<file path="src/rtl/riscv_pkg.sv">
// Shared definitions for the instruction-fetch slice.
//   XLEN             datapath width
//   NOP_INSTR        instruction word shown to decode while nothing valid is held
//   DEFAULT_RESET_PC default first fetch address after reset
//   fetch_state_e    fetch FSM states (RUN issues requests, HALT does not)
//   fetch_entry_t    one fetch-queue entry: instruction address plus word
package riscv_pkg;

    localparam int              XLEN             = 32;
    localparam logic [XLEN-1:0] NOP_INSTR        = 32'h0000_0013;
    localparam logic [XLEN-1:0] DEFAULT_RESET_PC = 32'h0000_0000;

    typedef enum logic {
        FETCH_RUN  = 1'b0,
        FETCH_HALT = 1'b1
    } fetch_state_e;

    typedef struct packed {
        logic [XLEN-1:0] pc;
        logic [XLEN-1:0] instr;
    } fetch_entry_t;

endpackage

</file>
<file path="src/rtl/fetch_fifo.sv">
// Two-entry fetch queue holding {pc, instr} pairs between memory and decode.
//   clk, rst_n          clock, asynchronous active-low reset
//   i_push, i_push_pc,
//   i_push_instr        write one entry at the tail
//   i_pop               remove the head entry (ignored when empty)
//   i_flush             discard everything; wins over push and pop
//   o_head_pc,
//   o_head_instr        head entry, meaningful while !o_empty
//   o_full, o_empty     occupancy flags
module fetch_fifo
    import riscv_pkg::*;
#(
    parameter logic [XLEN-1:0] RESET_PC = DEFAULT_RESET_PC
) (
    input  logic            clk,
    input  logic            rst_n,
    input  logic            i_push,
    input  logic [XLEN-1:0] i_push_pc,
    input  logic [XLEN-1:0] i_push_instr,
    input  logic            i_pop,
    input  logic            i_flush,
    output logic [XLEN-1:0] o_head_pc,
    output logic [XLEN-1:0] o_head_instr,
    output logic            o_full,
    output logic            o_empty
);

    fetch_entry_t r_mem [2];
    logic         r_rd_ptr;
    logic         r_wr_ptr;
    logic [1:0]   r_count;
    logic         w_push;
    logic         w_pop;

    assign o_full       = (r_count == 2'd2);
    assign o_empty      = (r_count == 2'd0);
    assign w_pop        = i_pop && !o_empty;
    // A push into a full queue is only legal when the head leaves this cycle.
    assign w_push       = i_push && (!o_full || w_pop);
    assign o_head_pc    = r_mem[r_rd_ptr].pc;
    assign o_head_instr = r_mem[r_rd_ptr].instr;

    // NOTE: storage is normally left unreset; it is reset here only because
    // the head entry is visible on the outputs and must read as a NOP at
    // RESET_PC while rst_n is low.
    always_ff @(posedge clk or negedge rst_n) begin
        if (!rst_n) begin
            for (int i = 0; i < 2; i++) begin
                r_mem[i] <= '{pc: RESET_PC, instr: NOP_INSTR};
            end
            r_rd_ptr <= 1'b0;
            r_wr_ptr <= 1'b0;
            r_count  <= 2'd0;
        end else if (i_flush) begin
            r_rd_ptr <= 1'b0;
            r_wr_ptr <= 1'b0;
            r_count  <= 2'd0;
        end else begin
            if (w_push) begin
                r_mem[r_wr_ptr] <= '{pc: i_push_pc, instr: i_push_instr};
                r_wr_ptr        <= ~r_wr_ptr;
            end
            if (w_pop) begin
                r_rd_ptr <= ~r_rd_ptr;
            end
            r_count <= r_count + {1'b0, w_push} - {1'b0, w_pop};
        end
    end

endmodule

</file>
<file path="src/rtl/fetch_unit.sv">
// Instruction fetch stage: issues word-aligned requests to instruction
// memory, pairs in-order responses with their addresses, and offers them to
// decode through a two-entry queue. Handles redirects (flush plus discard of
// stale responses) and a halt/resume pause.
//   clk, rst_n                  clock, asynchronous active-low reset
//   imem_req, imem_addr         request to memory (held until imem_ready)
//   imem_ready                  memory accepts the request this cycle
//   imem_rvalid, imem_rdata     in-order response
//   redirect_valid, redirect_pc taken branch/jump target from execute
//   halt, resume                stop / restart issuing requests
//   if_valid, if_ready          handshake to decode
//   if_instr, if_pc             instruction word and its address
module fetch_unit
    import riscv_pkg::*;
#(
    parameter logic [XLEN-1:0] RESET_PC = DEFAULT_RESET_PC,
    parameter int              FQ_DEPTH = 2
) (
    input  logic            clk,
    input  logic            rst_n,
    output logic            imem_req,
    output logic [XLEN-1:0] imem_addr,
    input  logic            imem_ready,
    input  logic            imem_rvalid,
    input  logic [XLEN-1:0] imem_rdata,
    input  logic            redirect_valid,
    input  logic [XLEN-1:0] redirect_pc,
    input  logic            halt,
    input  logic            resume,
    output logic            if_valid,
    input  logic            if_ready,
    output logic [XLEN-1:0] if_instr,
    output logic [XLEN-1:0] if_pc
);

    localparam logic [2:0] DEPTH = 3'(FQ_DEPTH);

    fetch_state_e    r_state;
    fetch_state_e    w_state_next;
    logic [XLEN-1:0] r_pc;
    logic [1:0]      r_outstanding;
    logic [1:0]      r_discard;
    logic            r_req_hold;

    logic            w_accept;
    logic            w_rsp;
    logic            w_drop;
    logic            w_push;
    logic            w_pop;
    logic            w_full;
    logic            w_empty;
    logic [1:0]      w_occupancy;
    logic [2:0]      w_used;
    logic [1:0]      w_outstanding_next;
    logic [XLEN-1:0] w_rsp_pc;
    logic            w_unused_lsb;

    assign w_unused_lsb = ^redirect_pc[1:0];

    assign w_occupancy = w_full ? 2'd2 : (w_empty ? 2'd0 : 2'd1);
    assign w_pop       = if_valid && if_ready;
    // Slots already promised: in-flight requests plus queued entries, less
    // the entry decode takes this cycle (a new response lands a cycle later).
    assign w_used      = {1'b0, r_outstanding} + {1'b0, w_occupancy} - {2'b00, w_pop};

    // r_req_hold keeps an unaccepted request up even if halt arrives or decode
    // stalls meanwhile; rst_n gating keeps the request low during reset while
    // still letting the first request go out in the cycle reset releases.
    assign imem_req  = rst_n && (r_req_hold || (r_state == FETCH_RUN && w_used < DEPTH));
    assign imem_addr = r_pc;
    assign w_accept  = imem_req && imem_ready;

    assign w_rsp  = imem_rvalid && (r_outstanding != 2'd0);
    assign w_drop = w_rsp && (r_discard != 2'd0);
    assign w_push = w_rsp && !w_drop && !redirect_valid;

    // Once every stale response has drained, the live requests are the
    // consecutive words just below r_pc, so the oldest one needs no storage.
    assign w_rsp_pc = r_pc - {{(XLEN-4){1'b0}}, r_outstanding, 2'b00};

    assign w_outstanding_next = r_outstanding + {1'b0, w_accept} - {1'b0, w_rsp};

    // NOTE: every variable written in a combinational block gets a default
    // first, so no path leaves it unassigned and no latch is inferred.
    always_comb begin
        w_state_next = r_state;
        if (redirect_valid) begin
            w_state_next = FETCH_RUN;
        end else begin
            case (r_state)
                FETCH_RUN:  if (halt)            w_state_next = FETCH_HALT;
                FETCH_HALT: if (resume && !halt) w_state_next = FETCH_RUN;
                default:                         w_state_next = FETCH_RUN;
            endcase
        end
    end

    // NOTE: clocked state uses non-blocking assignments so every register
    // samples pre-edge values regardless of statement order.
    always_ff @(posedge clk or negedge rst_n) begin
        if (!rst_n) begin
            r_state       <= FETCH_RUN;
            r_pc          <= RESET_PC;
            r_outstanding <= 2'd0;
            r_discard     <= 2'd0;
            r_req_hold    <= 1'b0;
        end else begin
            r_state       <= w_state_next;
            r_outstanding <= w_outstanding_next;
            r_req_hold    <= imem_req && !imem_ready && !redirect_valid;
            if (redirect_valid) begin
                r_pc      <= {redirect_pc[XLEN-1:2], 2'b00};
                // Everything still in flight after this edge, including an
                // acceptance made in this very cycle, belongs to the old path.
                r_discard <= w_outstanding_next;
            end else begin
                if (w_accept) begin
                    r_pc <= r_pc + XLEN'(4);
                end
                if (w_drop) begin
                    r_discard <= r_discard - 2'd1;
                end
            end
        end
    end

    fetch_fifo #(
        .RESET_PC (RESET_PC)
    ) u_fetch_fifo (
        .clk          (clk),
        .rst_n        (rst_n),
        .i_push       (w_push),
        .i_push_pc    (w_rsp_pc),
        .i_push_instr (imem_rdata),
        .i_pop        (w_pop),
        .i_flush      (redirect_valid),
        .o_head_pc    (if_pc),
        .o_head_instr (if_instr),
        .o_full       (w_full),
        .o_empty      (w_empty)
    );

    assign if_valid = !w_empty;

endmodule
</file>
<file path="config.mk">
export PLATFORM = sky130hd
export DESIGN_NAME = fetch_unit
export DESIGN_NICKNAME = d
export VERILOG_FILES = /design/src/rtl/riscv_pkg.sv /design/src/rtl/fetch_fifo.sv /design/src/rtl/fetch_unit.sv
export SDC_FILE = /design/constraint.sdc
export NUM_CORES = 1
export LEC_CHECK = 0
export CORE_UTILIZATION = 40
export CTS_BUF_LIST = sky130_fd_sc_hd__clkbuf_4 sky130_fd_sc_hd__clkbuf_8
export DETAILED_ROUTE_END_ITERATION = 7
export PLACE_DENSITY = 0.64
export SLEW_MARGIN = 10
export SYNTH_ARGS = -nofsm -noshare
export SYNTH_HDL_FRONTEND = slang
export SYNTH_SLANG_ARGS = --single-unit
</file>
<file path="constraint.sdc">
create_clock -name clk -period 6.2 [get_ports clk]
set_clock_uncertainty 0.15 [all_clocks]
set_input_delay 1.24 -clock clk [delete_from_list [all_inputs] [get_ports clk]]
set_output_delay 1.24 -clock clk [all_outputs]
set_load 0.01 [all_outputs]
</file>
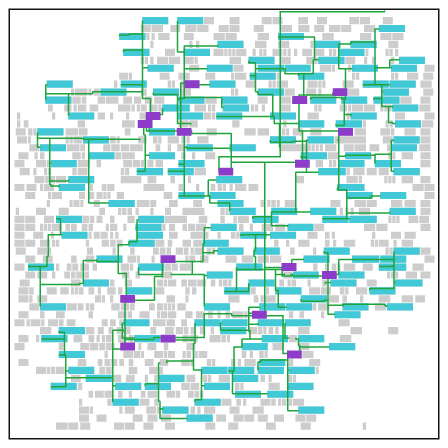
Fig. 1. Clock wires, drivers and flops (run 1).
- green: clock wires (length 2,050 µm)
- purple: clock drivers (count 17)
- cyan: flip-flops (count 164)
- routed clock nets: 18
- flops lie: all over the die

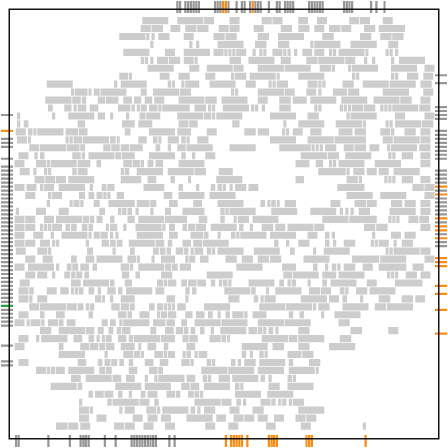
Fig. 2. Pin placement (run 1).
Pins as bars across the die edge, other pins in gray.
- green: `imem_req` (pins 1; direction output; edge west)
- orange: `if_pc` (pins 32; direction output; edge 15 south, 13 east, 3 north, 1 west)

==> run summary, run 1 <==
Figures from the flow reports.

Run status:
- The flow ran to the end, and the final reports show no timing, DRC or antenna violations.

Finish:
- The run puts the multi-input combinational cell area at between 3000 and 4000 µm².
- The run gives the area of all placed cells without fillers as between 10,000 and 15,000 µm².
- The run puts the antenna diode count at 0.
- From synthesis to final layout, the design area changed by 26.4%.
- The run gives the area occupied by registers as 4110 µm².
- The layout summary lists the proportion of cells stronger than drive strength 1 as between 15 and 20%.

Synthesis:
- The run gives the mean instance size in the synthesized netlist as 9.91 µm².
- The run puts the async set or reset register ratio after synthesis at 100%.
- The run puts the number of warnings printed during yosys synthesis at 0.
- The run gives the cell type with the highest aggregate area in the netlist as dfrtp_1.
- The run gives the sequential area share after synthesis as approximately 50%.
- The run gives the flip-flop and latch count after synthesis as 164.
- The run puts the portion of synthesized cell area occupied by the leading cell type at between 40% and 50%.
- The run puts the simple-gate share of the synthesized area at between 10% and 20%.
- By area the synthesized netlist is led by dfrtp_1, mux2_2, nand2_1.
- The run gives the dominant non-sequential cell family after synthesis as simple AND/OR/NAND/NOR gates.
- The run gives the cell area after synthesis as approximately 8300 µm².
- The run gives the multiplexer fraction of the synthesized cell area as approximately 14%.
- The run gives the compound-gate portion of the synthesized area as between 5 and 6%.
- The run gives the count of cell types in the netlist as 48.
- Per the synthesis report, the XOR/XNOR share of the synthesized area is approximately 5.8%.

Timing:
- The run puts the worst max-slew margin expressed relative to the limit at a little under 30%.
- Based on the critical path, the design can be clocked at up to 0.192 GHz.
- Setup repair after global routing left no endpoint under its margin.
- Pins over their slew limit in the final report were tallied at 0.
- The run puts the transition at the pin with the smallest max-transition slack at 1.06 ns.

Clock network:
- The run puts the post-cts hold buffer count at 0.
- The run puts the later-pin clock latency in the skew report at 0.46 ns.
- The run puts the total clock sinks at ~160.
- The run puts the maximum level of the CTS H-tree at 4.
- The run gives the number of gates given a new drive strength after cts as 0.
- The run gives the total clock buffers created by CTS as 17.

Route:
- Once detail routing completed, the nets flagged for antenna violations numbered 0.
- The run puts the number of remaining DRC errors at 0.
- The run puts the first-pass iteration count of the detailed router at 5.

GRT:
- Entering global routing, the biggest net connects between 80 and 90 pins.
- The run gives the global-route usage over all layers as 19.6%.
- The run puts the met1 demand-to-capacity share in global routing at roughly 28%.
- The run puts the met2 track utilization from global routing at a little under a third.

Pwr:
- The analysis reports a worst IR drop on VDD of between 0.00015 and 0.0002 V.
- The run puts the power in combinational cells at around 1.9 mW.
- In the power breakdown, the biggest contributor is combinational cells.
- The run puts the internal power summed over all cells at about 3 mW.
- The run puts the clock share of power at 17.7%.
- The run gives the total power of the final layout as between 4 and 5 mW.
- The run gives the net switching power figure as ~1.5 mW.
- The run puts the cell area power density at between 400 and 500 nW/µm².

Placed design:
- The run puts the half-perimeter wire length of the detailed placement result at about 14 mm.
- The final weighted congestion recorded by global placement is ~0.80.
- The pre-CTS setup check shows a worst slack of 0.982 ns.
- The run puts the cell count after placement at between 1,000 and 1,500.
- The run gives the cell area after placement as just over 10,000 µm².

Setup path:
- The run gives the reg2reg setup slack as 2.45 ns.
- The launch point of the critical path was reported as if_ready.
- The run gives the reg-to-reg startpoint as u_fetch_fifo.r_count[1].
- The run puts the number of cell instances on the worst register-to-register path at 16.
- The run gives the classification of the worst setup path as in2out.
- The run gives the sort of element at the end of the critical path as a primary output.
- The run gives the arrival time at the worst endpoint as approximately 3.8 ns.
- The run puts the highest fanout seen on the critical path at 13.

Hold path:
- The run gives the origin of the worst min-delay path as u_fetch_fifo.r_mem[65].
- The worst hold path terminates at u_fetch_fifo.r_mem[65].

Floorplan:
- The die is about 150 µm tall.
- The core region is between 20,000 and 25,000 µm².
- The run gives the horizontal die size as about 150 µm.
- The run puts the area of the die at 21,400 µm².
- The run gives the cell row count as around 52.

Flow run:
- The run gives the total of max-cap violations as 0.
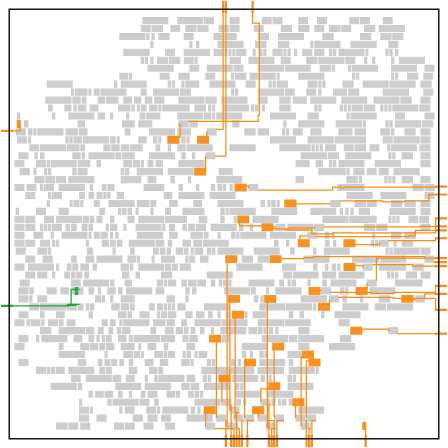
Fig. 3. I/O nets highlighted (run 1).
- orange: `if_pc` (bits 32; direction output; end cells 32; wire 1,190 µm)
- green: `imem_req` (bits 1; direction output; end cells 1; wire 35.2 µm)

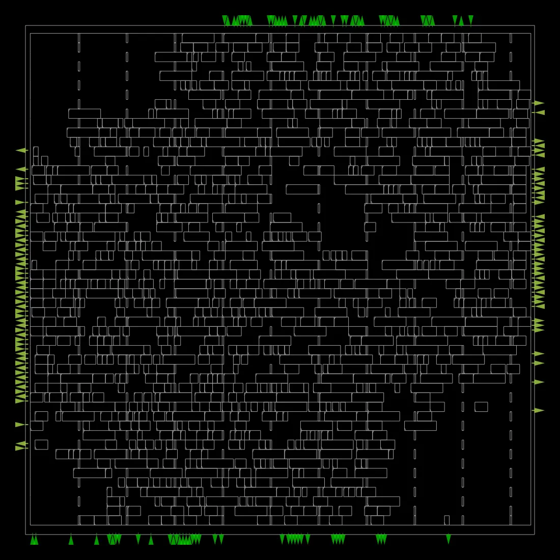
Fig. 4. Placed standard cells (run 1).
utilization of the core after routing: 51.8%
# fillers: 1,880
number of tap cells added at floorplan: 270
flip-flop and latch count: 164

-- run 1: worst max-delay path: stages --
cell and delay [ns]:
clkdlybuf4s50_1 0.43, and2_1 0.15, ha_1 0.27, nand2b_1 0.16
fa_1 0.39, xor2_1 0.19, a32oi_1 0.12, buf_4 0.20
inv_1 0.11, clkdlybuf4s50_1 0.56
-- run 1: flip-flops by register name, summed over array words and instances, names as in the netlist --
signal,flops
imem_addr,30
r_outstanding,2
r_state,1
u_fetch_fifo.r_wr_ptr,1
r_discard,2
r_req_hold,1
u_fetch_fifo.r_rd_ptr,1
u_fetch_fifo.r_mem,124
u_fetch_fifo.r_count,2
-- run 1: routing by layer --
layer | part of all wire (%) | wire length (µm)
met2 | 46 | 9190
met4 | 0.70 | 141
met1 | 49 | 9940
met5 | 0 | 0
met3 | 4.5 | 911
-- run 1: cells in the mapped netlist (2+ instances only) --
cell type  instances
nand3_1           17
buf_4              4
nand2_1          198
and4_1             5
nor4b_1            4
mux2_2           103
nor2_1            25
xnor2_1           44
buf_1             12
or2_2              3
o21ai_1            5
nor2b_1            5
nor4_1            22
o21ai_0           72
nor4_4             2
dfstp_2            6
a31oi_1            2
mux2i_1            2
or4_1              5
and2_1             4
a21oi_1            2
fa_1               2
xor2_1            11
nand3b_1           2
nor3_1            13
or3_1              6
nand2b_1           4
dfrtp_1          158
ha_1              10
o211ai_1           2
clkbuf_1          45
nand4_1           11
nor3b_1            2
inv_1             17
a221o_1            4
-- run 1: final cells by class --
type                       instances  share of cell area [%]
timing repair buffer             173                    16.1
clock buffer                      17                    2.22
sequential                       164                    39.0
tap                              270                    3.20
inverter                          17                   0.605
clock inverter                    15                    1.61
multi-input combinational        601                    37.2
Fig. 5: run 1, signal wires by layer
Scale bar: 50 µm.
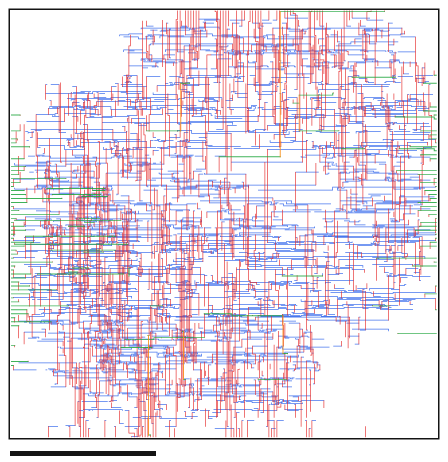

==> inputs of run 2 (changes only) <==
==> constraint.sdc (replaced) <==
create_clock -name clk -period 5 [get_ports clk]
set_clock_uncertainty 0.15 [all_clocks]
set_input_delay 1 -clock clk [delete_from_list [all_inputs] [get_ports clk]]
set_output_delay 1 -clock clk [all_outputs]
set_load 0.01 [all_outputs]
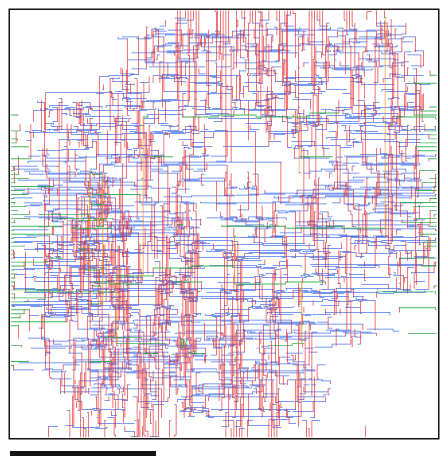
Fig. 6. Signal wires by layer (run 2).
Scale bar: 50 µm.
- blue: metal 1 (wire length 9,830 µm)
- green: metal 3 (wire length 877 µm)
- orange: metal 4 (wire length 284 µm)
- red: metal 2 (wire length 9,140 µm)

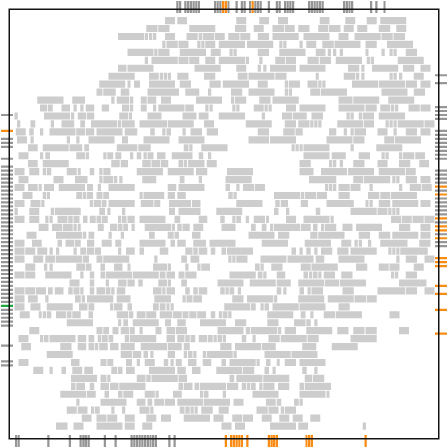
Fig. 7. Pin placement (run 2).
Pins as bars across the die edge, other pins in gray.
- green: `imem_req` (pins 1; direction output; edge west)
- orange: `if_pc` (pins 32; direction output; edge 15 south, 13 east, 3 north, 1 west)

==> run 2 against run 1 <==
  * Sequential power is 24% higher
  * Sequential cell count stayed put
  * Clock-buffer cell count is the same
  * Critical path type unchanged
  * Critical endpoint unchanged
==> run summary, run 2 <==
Figures from the flow reports.

Run status:
- The run finished with clean final reports.

Flow run:
- The run puts the number of warnings in the stage logs at 28.
- The run puts the total of max-cap violations at 0.

Clock network:
- The run puts the later-pin clock latency in the skew report at roughly 0.47 ns.
- The run gives the post-cts hold buffer count as 0.
- The clock tree synthesis step divided the H-tree into 4 levels.
- Counting every sink on the clock net gives 164.
- Post-CTS timing repair inserted 0 buffers for setup.
- The run puts the total clock buffers created by CTS at 17.
- The number of gates resized after CTS was 0.

Timing:
- The run gives the transition at the pin with the smallest max-transition slack as ~1.1 ns.
- Setup repair after global routing left no endpoint under its margin.
- The run puts the number of pins exceeding their max-slew limit in the final report at 0.
- The run puts the final tally of hold violations at 0.
- The run puts the worst max-slew margin expressed relative to the limit at between 20% and 30%.
- The run gives the fmax as 0.212 GHz.

Finish:
- The run gives the antenna diode count as 0.
- The run puts the relative area change from synthesis to final layout at 27.0%.
- The run gives the number of fillers in the final layout as between 1,500 and 2,000.
- The run puts the area occupied by registers at approximately 4100 µm².
- The layout report lists the multi-input gate area as 3930 µm².
- The register with the most flip-flops in the layout has 124 of them.
- Of the cells placed in the final design, the portion with a size suffix greater than 1 is around 17%.
- The largest register by flop count is u_fetch_fifo.r_mem.
- The run puts the net count reported at finish at ~1,100.

Synthesis:
- The run puts the flip-flop and latch count after synthesis at ~160.
- Looking at the gate-level netlist, the highest instance count belongs to nand2_1.
- The run gives the fraction of synthesized cell area in xor and xnor cells as 5.77%.
- During synthesis, Yosys emitted a total of 0 warnings.
- The main area contributors are dfrtp_1, mux2_2, nand2_1.
- Of the total synthesized cell area, the portion taken by AND, OR, NAND and NOR gates is between 10% and 20%.
- The run gives the mean instance size in the synthesized netlist as approximately 9.9 µm².
- The run gives the count of cell types in the netlist as about 48.
- The run puts the cell area after synthesis at around 8300 µm².
- The biggest area contributor in the post-synthesis netlist is dfrtp_1.
- The run gives the portion of synthesized cell area occupied by the leading cell type as 47.4%.
- Ranked by instance count, the synthesized netlist is headed by nand2_1, dfrtp_1, mux2_2.
- The run puts the sequential area share after synthesis at between 40 and 50%.
- The run gives the compound-gate portion of the synthesized area as between 5 and 6%.
- The run gives the multiplexer fraction of the synthesized cell area as 14.1%.
- In the synthesized netlist, the dominant kind of combinational cell is simple AND/OR/NAND/NOR gates.

Route:
- Nets still carrying antenna violations after routing amount to 0.
- The run gives the routed length on met3 as 876 µm.
- Per the detail_route log, the uppermost layer with routed signals is met4.
- The run gives the number of remaining DRC errors as 0.
- The run gives the first-pass iteration count of the detailed router as 5.
- The run gives the met1 routed wirelength after detailed routing as a little under 10 mm.
- The run puts the overall routed net length at approximately 20 mm.
- The routed design uses 9.14 mm of met2 wire.

Pwr:
- The run gives the internal power summed over all cells as around 3.6 mW.
- The run puts the maximum vdd ir drop at around 0.00022 V.
- The run gives the cell area power density as between 500 and 600 nW/µm².
- The run gives the net switching power figure as about 2.0 mW.
- Looking at the power breakdown, the clock network takes 18.1% of the total.

Setup path:
- Traced cell by cell, the critical path runs through clkdlybuf4s50_1 > and2_1 > ha_1 > nand2b_1 > fa_1 > xor2_1 > a32oi_1 > inv_1 > clkdlybuf4s50_1.
- The kind of cell with the highest combined delay along the critical path is buffers and inverters.
- The run gives the largest stage delay on the critical path as 0.59 ns.
- The critical path in this run is classified as in2out.
- The run gives the buffer and inverter count on the worst path as 3.
- The run gives the highest fanout seen on the critical path as 4.
- The arrival time of data at the worst endpoint is listed as roughly 3.6 ns.
- The most numerous cell type found on the critical path is clkdlybuf4s50_1.
- The worst setup path is captured at a primary output.

Floorplan:
- The run puts the cell row count at about 52.
- The run puts the area of the die at approximately 21,000 µm².
- The run gives the vertical die dimension as 146 µm.
- The run gives the core outline area as 20,400 µm².
- In this run the horizontal extent of the chip is roughly 150 µm.

Placed design:
- The run gives the half-perimeter wire length of the detailed placement result as 14.0 mm.
- The run puts the weighted congestion at the end of routability-driven global placement at between 0.8 and 0.9.
- The run gives the cell count after placement as roughly 1,200.

GRT:
- On met1, the global router reports a usage of between 20 and 30%.
- The run gives the met2 track utilization from global routing as between 30% and 40%.
- The run puts the global-route usage over all layers at between 10% and 20%.
- The run gives the pin count of the biggest net entering global routing as approximately 79.
-- run 2: cell counts after synthesis --
No cell type changed its count.
-- run 2: area by class of cell --
cell class | instances | area share (%)
tap | 270 | 3.19
timing repair buffer | 175 | 16.4
inverter | 17 | 0.602
clock inverter | 15 | 1.70
sequential | 164 | 38.8
multi-input combinational | 601 | 37.0
clock buffer | 17 | 2.21
-- run 2: power by group through the flow --
stage / sequential [mW] / clock [mW] / combinational (mW)
2_1_floorplan: 2.10 / 0 / 1.42
3_3_place_gp: 2.21 / 0 / 2.34
3_5_place_dp: 2.23 / 0 / 2.37
4_1_cts: 2.20 / 1.03 / 2.39
5_1_grt: 2.28 / 1.09 / 2.58
6_report: 2.20 / 1.01 / 2.35
-- run 2: worst paths after layout --
check / startpoint / to / slack (ns) / cells past startpoint
max in group asynchronous: rst_n / u_fetch_fifo.r_mem[62] / 3.05 / 2
min in group clk: u_fetch_fifo.r_mem[64] / u_fetch_fifo.r_mem[64] / 0.32 / 2
max reg2reg: u_fetch_fifo.r_count[1] / r_discard[1] / 1.33 / 15
min reg2reg: u_fetch_fifo.r_mem[64] / u_fetch_fifo.r_mem[64] / 0.32 / 2
min: rst_n / imem_addr[13] / 0.30 / 1
max: if_ready / imem_req / 0.27 / 9
-- run 2: stage by stage --
stage | utilization, % | instance area [µm²] | setup WS [ns] | total power, mW
after floorplan | - | 8350 | 1.29 | 3.52
after global placement | 50.0 | 10200 | 0.353 | 4.55
after detailed placement | 50.0 | 10200 | 0.296 | 4.60
after CTS | 52.0 | 10600 | 0.282 | 5.62
after global routing | 52.0 | 10600 | 0.207 | 5.94
final | 52.0 | 10600 | 0.275 | 5.56
Power is estimated from default activity; no workload was simulated.
